`config.mk`:
```
export PLATFORM = sky130hd
export DESIGN_NAME = config_master_flat
export DESIGN_NICKNAME = d
export VERILOG_FILES = /design/src/rtl/config_master_if.sv /design/src/rtl/config_master.sv /design/src/flat_wrapper.sv
export SDC_FILE = /design/constraint.sdc
export NUM_CORES = 1
export LEC_CHECK = 0
export ABC_AREA = 1
export ABC_CLOCK_PERIOD_IN_PS = 1900
export CAP_MARGIN = 25
export CORE_ASPECT_RATIO = 0.8
export CORE_MARGIN = 2
export CORE_UTILIZATION = 29
export CTS_BUF_LIST = sky130_fd_sc_hd__clkbuf_8 sky130_fd_sc_hd__clkbuf_16
export DETAILED_ROUTE_END_ITERATION = 12
export GPL_TIMING_DRIVEN = 1
export SETUP_SLACK_MARGIN = 0.02
export SLEW_MARGIN = 20
export SYNTH_ARGS = -nofsm -noshare
export SYNTH_HDL_FRONTEND = slang
export SYNTH_SLANG_ARGS = --single-unit
```
`constraint.sdc`:
```
create_clock -name clk -period 1.9 [get_ports clk]
set_input_delay 0.57 -clock clk [delete_from_list [all_inputs] [get_ports clk]]
set_output_delay 0.57 -clock clk [all_outputs]
set_load 0.005 [all_outputs]
```
`src/rtl/config_master_if.sv`:
```
// Bundle of host command, outgoing flit, incoming flit and read-result signals for config_master.
// master: the config_master side; slave: the host/NoC side.
interface config_master_if #(
    parameter int unsigned FW  = 59,
    parameter int unsigned XW  = 4,
    parameter int unsigned YW  = 4,
    parameter int unsigned CAW = 15,
    parameter int unsigned CDW = 21
);
    logic           cmd_valid;
    logic           cmd_ready;
    logic           cmd_rw;
    logic [XW-1:0]  cmd_x;
    logic [YW-1:0]  cmd_y;
    logic [CAW-1:0] cmd_addr;
    logic [CDW-1:0] cmd_data;
    logic           flit_out_we;
    logic [FW-1:0]  flit_out_wdata;
    logic           noc_credit;
    logic           resp_we;
    logic [FW-1:0]  resp_wdata;
    logic           resp_credit;
    logic           rsp_valid;
    logic           rsp_err;
    logic [CDW-1:0] rsp_data;
    logic           busy;

    modport master (
        input  cmd_valid, cmd_rw, cmd_x, cmd_y, cmd_addr, cmd_data, noc_credit, resp_we,
               resp_wdata,
        output cmd_ready, flit_out_we, flit_out_wdata, resp_credit, rsp_valid, rsp_err,
               rsp_data, busy
    );

    modport slave (
        output cmd_valid, cmd_rw, cmd_x, cmd_y, cmd_addr, cmd_data, noc_credit, resp_we,
               resp_wdata,
        input  cmd_ready, flit_out_we, flit_out_wdata, resp_credit, rsp_valid, rsp_err,
               rsp_data, busy
    );
endinterface

```
`src/rtl/config_master.sv`:
```
// Host-side config-flit initiator: credit-limited write/read issue and single outstanding read.
// Optional read timeout is built when CONFIG_MASTER_TIMEOUT_EN is defined.
module config_master #(
    parameter int unsigned FW         = 59,
    parameter int unsigned XW         = 4,
    parameter int unsigned YW         = 4,
    parameter int unsigned CAW        = 15,
    parameter int unsigned CDW        = 21,
    parameter int unsigned SRC_X      = 0,
    parameter int unsigned SRC_Y      = 0,
    parameter int unsigned CREDIT_NUM = 4,
    parameter int unsigned TO_CYCLES  = 1024
) (
    input  logic            clk,
    input  logic            rst_n,
    config_master_if.master bus
);
    localparam int unsigned CW      = 4;
    localparam int unsigned ResLsb  = CDW + CAW;
    localparam int unsigned SyLsb   = ResLsb + 4;
    localparam int unsigned SxLsb   = SyLsb + YW;
    localparam int unsigned DyLsb   = SxLsb + XW;
    localparam int unsigned DxLsb   = DyLsb + YW;
    localparam int unsigned TypeLsb = DxLsb + XW;

    localparam logic [2:0]    FtWrite = 3'b100;
    localparam logic [2:0]    FtRead  = 3'b101;
    localparam logic [2:0]    FtResp  = 3'b110;
    localparam logic [XW-1:0] SrcX    = XW'(SRC_X);
    localparam logic [YW-1:0] SrcY    = YW'(SRC_Y);

    typedef enum logic [0:0] {StIdle, StWait} state_e;

    state_e         state_q, state_d;
    logic [CW-1:0]  credit_q, credit_d;
    logic           flit_we_q, flit_we_d;
    logic [FW-1:0]  flit_q, flit_d;
    logic [XW-1:0]  lat_x_q, lat_x_d;
    logic [YW-1:0]  lat_y_q, lat_y_d;
    logic [CAW-1:0] lat_addr_q, lat_addr_d;
    logic           rsp_valid_q, rsp_valid_d;
    logic [CDW-1:0] rsp_data_q, rsp_data_d;
    logic           resp_credit_q;
    logic           cmd_ready_c;
    logic           resp_match;
    logic           unused_rsvd;

`ifdef CONFIG_MASTER_TIMEOUT_EN
    localparam int unsigned TW = $clog2(TO_CYCLES);
    logic [TW-1:0] timer_q, timer_d;
    logic          rsp_err_q, rsp_err_d;

    assign unused_rsvd = ^bus.resp_wdata[ResLsb +: 4];
`else
    assign unused_rsvd = ^{bus.resp_wdata[ResLsb +: 4], TO_CYCLES[0]};
`endif

    assign resp_match = bus.resp_we
                     && (bus.resp_wdata[TypeLsb +: 3] == FtResp)
                     && (bus.resp_wdata[DxLsb +: XW] == SrcX)
                     && (bus.resp_wdata[DyLsb +: YW] == SrcY)
                     && (bus.resp_wdata[SxLsb +: XW] == lat_x_q)
                     && (bus.resp_wdata[SyLsb +: YW] == lat_y_q)
                     && (bus.resp_wdata[CDW +: CAW] == lat_addr_q);

    // Credit count: the registered flit strobe spends one, a noc_credit pulse returns one.
    always_comb begin
        credit_d = credit_q;
        if (flit_we_q && !bus.noc_credit) begin
            credit_d = credit_q - CW'(1);
        end else if (!flit_we_q && bus.noc_credit && (credit_q < CW'(CREDIT_NUM))) begin
            credit_d = credit_q + CW'(1);
        end
    end

    always_comb begin
        state_d     = state_q;
        flit_we_d   = 1'b0;
        flit_d      = flit_q;
        lat_x_d     = lat_x_q;
        lat_y_d     = lat_y_q;
        lat_addr_d  = lat_addr_q;
        rsp_valid_d = 1'b0;
        rsp_data_d  = rsp_data_q;
        cmd_ready_c = 1'b0;
`ifdef CONFIG_MASTER_TIMEOUT_EN
        timer_d     = timer_q;
        rsp_err_d   = rsp_err_q;
`endif
        case (state_q)
            StIdle: begin
                // A flit still on the wire holds a credit not yet deducted from credit_q.
                cmd_ready_c = rst_n && (credit_q > CW'(flit_we_q));
                if (bus.cmd_valid && cmd_ready_c) begin
                    flit_we_d = 1'b1;
                    flit_d    = {bus.cmd_rw ? FtWrite : FtRead, bus.cmd_x, bus.cmd_y, SrcX, SrcY,
                                 4'b0000, bus.cmd_addr, bus.cmd_rw ? bus.cmd_data : {CDW{1'b0}}};
                    if (!bus.cmd_rw) begin
                        lat_x_d    = bus.cmd_x;
                        lat_y_d    = bus.cmd_y;
                        lat_addr_d = bus.cmd_addr;
                        state_d    = StWait;
`ifdef CONFIG_MASTER_TIMEOUT_EN
                        timer_d    = '0;
`endif
                    end
                end
            end
            StWait: begin
                if (resp_match) begin
                    rsp_valid_d = 1'b1;
                    rsp_data_d  = bus.resp_wdata[CDW-1:0];
                    state_d     = StIdle;
`ifdef CONFIG_MASTER_TIMEOUT_EN
                    rsp_err_d   = 1'b0;
                end else if (timer_q == TW'(TO_CYCLES - 1)) begin
                    rsp_valid_d = 1'b1;
                    rsp_data_d  = '0;
                    rsp_err_d   = 1'b1;
                    state_d     = StIdle;
                end else begin
                    timer_d     = timer_q + TW'(1);
`endif
                end
            end
            default: state_d = StIdle;
        endcase
    end

    always_ff @(posedge clk or negedge rst_n) begin
        if (!rst_n) begin
            state_q       <= StIdle;
            credit_q      <= CW'(CREDIT_NUM);
            flit_we_q     <= 1'b0;
            flit_q        <= '0;
            lat_x_q       <= '0;
            lat_y_q       <= '0;
            lat_addr_q    <= '0;
            rsp_valid_q   <= 1'b0;
            rsp_data_q    <= '0;
            resp_credit_q <= 1'b0;
        end else begin
            state_q       <= state_d;
            credit_q      <= credit_d;
            flit_we_q     <= flit_we_d;
            flit_q        <= flit_d;
            lat_x_q       <= lat_x_d;
            lat_y_q       <= lat_y_d;
            lat_addr_q    <= lat_addr_d;
            rsp_valid_q   <= rsp_valid_d;
            rsp_data_q    <= rsp_data_d;
            resp_credit_q <= bus.resp_we;
        end
    end

`ifdef CONFIG_MASTER_TIMEOUT_EN
    always_ff @(posedge clk or negedge rst_n) begin
        if (!rst_n) begin
            timer_q   <= '0;
            rsp_err_q <= 1'b0;
        end else begin
            timer_q   <= timer_d;
            rsp_err_q <= rsp_err_d;
        end
    end

    assign bus.rsp_err = rsp_err_q;
`else
    assign bus.rsp_err = 1'b0;
`endif

    assign bus.cmd_ready      = cmd_ready_c;
    assign bus.flit_out_we    = flit_we_q;
    assign bus.flit_out_wdata = flit_q;
    assign bus.resp_credit    = resp_credit_q;
    assign bus.rsp_valid      = rsp_valid_q;
    assign bus.rsp_data       = rsp_data_q;
    assign bus.busy           = (state_q == StWait);
endmodule
```
`src/flat_wrapper.sv`:
```
// flat-port wrapper written by rule: the top's interface ports become plain ports
module config_master_flat 
#(
    parameter int unsigned FW         = 59,
    parameter int unsigned XW         = 4,
    parameter int unsigned YW         = 4,
    parameter int unsigned CAW        = 15,
    parameter int unsigned CDW        = 21,
    parameter int unsigned SRC_X      = 0,
    parameter int unsigned SRC_Y      = 0,
    parameter int unsigned CREDIT_NUM = 4,
    parameter int unsigned TO_CYCLES  = 1024
)
  (clk, rst_n, bus_cmd_valid, bus_cmd_rw, bus_cmd_x, bus_cmd_y, bus_cmd_addr, bus_cmd_data, bus_noc_credit, bus_resp_we, bus_resp_wdata, bus_cmd_ready, bus_flit_out_we, bus_flit_out_wdata, bus_resp_credit, bus_rsp_valid, bus_rsp_err, bus_rsp_data, bus_busy);
  config_master_if #(.FW(FW), .XW(XW), .YW(YW), .CAW(CAW), .CDW(CDW)) bus_i ();
  input  logic clk;
  input  logic rst_n;
  input wire logic [$bits(bus_i.cmd_valid)-1:0] bus_cmd_valid;
  input wire logic [$bits(bus_i.cmd_rw)-1:0] bus_cmd_rw;
  input wire logic [$bits(bus_i.cmd_x)-1:0] bus_cmd_x;
  input wire logic [$bits(bus_i.cmd_y)-1:0] bus_cmd_y;
  input wire logic [$bits(bus_i.cmd_addr)-1:0] bus_cmd_addr;
  input wire logic [$bits(bus_i.cmd_data)-1:0] bus_cmd_data;
  input wire logic [$bits(bus_i.noc_credit)-1:0] bus_noc_credit;
  input wire logic [$bits(bus_i.resp_we)-1:0] bus_resp_we;
  input wire logic [$bits(bus_i.resp_wdata)-1:0] bus_resp_wdata;
  output wire logic [$bits(bus_i.cmd_ready)-1:0] bus_cmd_ready;
  output wire logic [$bits(bus_i.flit_out_we)-1:0] bus_flit_out_we;
  output wire logic [$bits(bus_i.flit_out_wdata)-1:0] bus_flit_out_wdata;
  output wire logic [$bits(bus_i.resp_credit)-1:0] bus_resp_credit;
  output wire logic [$bits(bus_i.rsp_valid)-1:0] bus_rsp_valid;
  output wire logic [$bits(bus_i.rsp_err)-1:0] bus_rsp_err;
  output wire logic [$bits(bus_i.rsp_data)-1:0] bus_rsp_data;
  output wire logic [$bits(bus_i.busy)-1:0] bus_busy;
  assign bus_i.cmd_valid = bus_cmd_valid;
  assign bus_i.cmd_rw = bus_cmd_rw;
  assign bus_i.cmd_x = bus_cmd_x;
  assign bus_i.cmd_y = bus_cmd_y;
  assign bus_i.cmd_addr = bus_cmd_addr;
  assign bus_i.cmd_data = bus_cmd_data;
  assign bus_i.noc_credit = bus_noc_credit;
  assign bus_i.resp_we = bus_resp_we;
  assign bus_i.resp_wdata = bus_resp_wdata;
  assign bus_cmd_ready = bus_i.cmd_ready;
  assign bus_flit_out_we = bus_i.flit_out_we;
  assign bus_flit_out_wdata = bus_i.flit_out_wdata;
  assign bus_resp_credit = bus_i.resp_credit;
  assign bus_rsp_valid = bus_i.rsp_valid;
  assign bus_rsp_err = bus_i.rsp_err;
  assign bus_rsp_data = bus_i.rsp_data;
  assign bus_busy = bus_i.busy;
  config_master #(.FW(FW), .XW(XW), .YW(YW), .CAW(CAW), .CDW(CDW), .SRC_X(SRC_X), .SRC_Y(SRC_Y), .CREDIT_NUM(CREDIT_NUM), .TO_CYCLES(TO_CYCLES)) u_core (.clk(clk), .rst_n(rst_n), .bus(bus_i));
endmodule
```
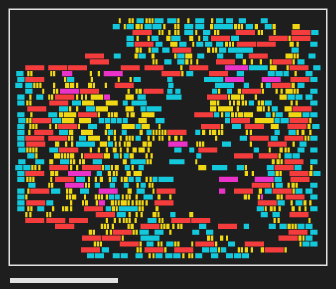
placement_by_type.png
Bar = 50 µm.
Red marks sequential cells, cells 98. Magenta marks clock drivers and dummy loads, cells 16. Cyan marks remaining buffers and delay cells, cells 247. Yellow marks combinational and other logic, cells 469.

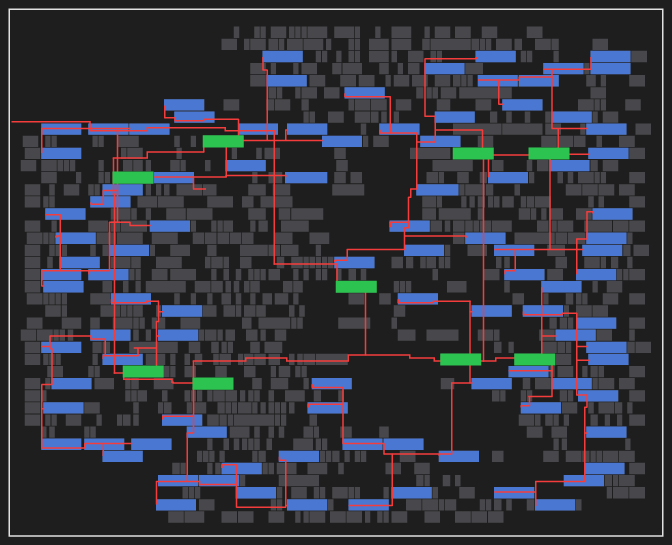
clk_routes.png
Red marks clock wires, length 1,360 µm. Blue marks flip-flops, count 98. Green marks clock drivers, count 9.
There are 10 routed clock nets.

==> qor.json <==
{
  "synth": {
    "ys_async_sr_fraction": 1.00,
    "synth_compound_gate_area_share": 0.0468,
    "synth_cell_area_um2": 4700,
    "synth-warning-count": 0,
    "topCellsByArea": "dfrtp_1 52%, nand2_1 22%, o21ai_0 3.7%, inv_1 3.6%, nand3_1 2.7%",
    "post_synth_inst_count": 590,
    "ys_sh_mux": 0,
    "yosys_cells": 590,
    "yosysChipArea_um2": 4700,
    "ff_type": "dfrtp_1",
    "yosys.area_share.xor_xnor": 0.0242,
    "largest_combinational_cell_category_by_area": "simple AND/OR/NAND/NOR gates",
    "synth_top_area_share": 0.516
  },
  "clock_network": {
    "cts_num_sinks": 98,
    "postCtsHoldBufs": 0,
    "numCtsBuffers": 9,
    "clkLatencyLatePin_ns": 0.35,
    "cts_max_path_buffers": 2
  },
  "pwr": {
    "power_leader": "registers",
    "pwr-share-clk": 0.419,
    "pwr.group.clock_mw": 2.01,
    "seqPwrFrac": 0.449,
    "seq_power_mw": 2.16,
    "switching_fraction": 0.231,
    "power.net_switching_mw": 1.11,
    "internal_power_mw": 3.69,
    "static-leakage-power_nw": 4.15,
    "power_mw": 4.80
  },
  "placed_design": {
    "dp_hpwl_um": 9730,
    "pre_cts_ws_ns": -0.280,
    "dp.cells": 1008
  },
  "floorplan": {
    "num_io_pins": 195,
    "die_h_um": 118,
    "die_width_um": 146,
    "tapCellCount": 215
  },
  "finish": {
    "nonClkBufAreaFrac": 0.329,
    "area_delta_synth_final_pct": 69.0,
    "nMultiInputCombCells": 419,
    "clk_share": 0.0414,
    "design.final.nets": 938,
    "postLayoutCoreUtil": 0.503,
    "combGateArea_um2": 2070,
    "layout.cells.largest_class": "non-clock buffers",
    "numSequentialCells": 98,
    "proportion_of_cell_area_occupied_by_registers": 0.309,
    "layout_top_cell": "nand2_1",
    "clkbuf_count": 10,
    "post_route_cells_drive_above_1_share": 0.188
  },
  "setup_path": {
    "worst_path_most_repeated_cell": "inv_2",
    "timing.setup.critical_path_class": "flop to output port",
    "critPathArrivalTime_ns": 1.39,
    "critical_path_buf_inv_count": 3,
    "worst_r2r_endpoint": "u_core.lat_addr_q[5]",
    "crit_path_leading_delay_family": "flip-flops",
    "worstPathMaxFanout": 2,
    "critPathLaunch": "u_core.credit_q[0]",
    "timing.rr.start": "u_core.credit_q[0]",
    "worstPathCellList": "inv_2 > ha_4 > o211ai_1 > nand2_1 > inv_2 > buf_6"
  },
  "global_route": {
    "gr-usage-met1": 0.224,
    "antenna_found_initial": 6,
    "total_congestion_overflow": 0,
    "grt_first_pass_wirelength_um": 22100,
    "groute.layer.met2.usage": 0.242
  },
  "status": {
    "failed_checks": "setup timing",
    "outcome": "finished, violations left"
  },
  "drt": {
    "wl_met3_um": 1010,
    "met2_routed_wl_um": 6190,
    "detail_route.iter0.violations": 212
  },
  "final_timing": {
    "final.setup.worst_slack_ns": -0.0645,
    "final_setup_violation_count": 1,
    "period_utilisation_layout": 1.03
  }
}
No activity file was given, so power comes from the tool's default toggle rates.
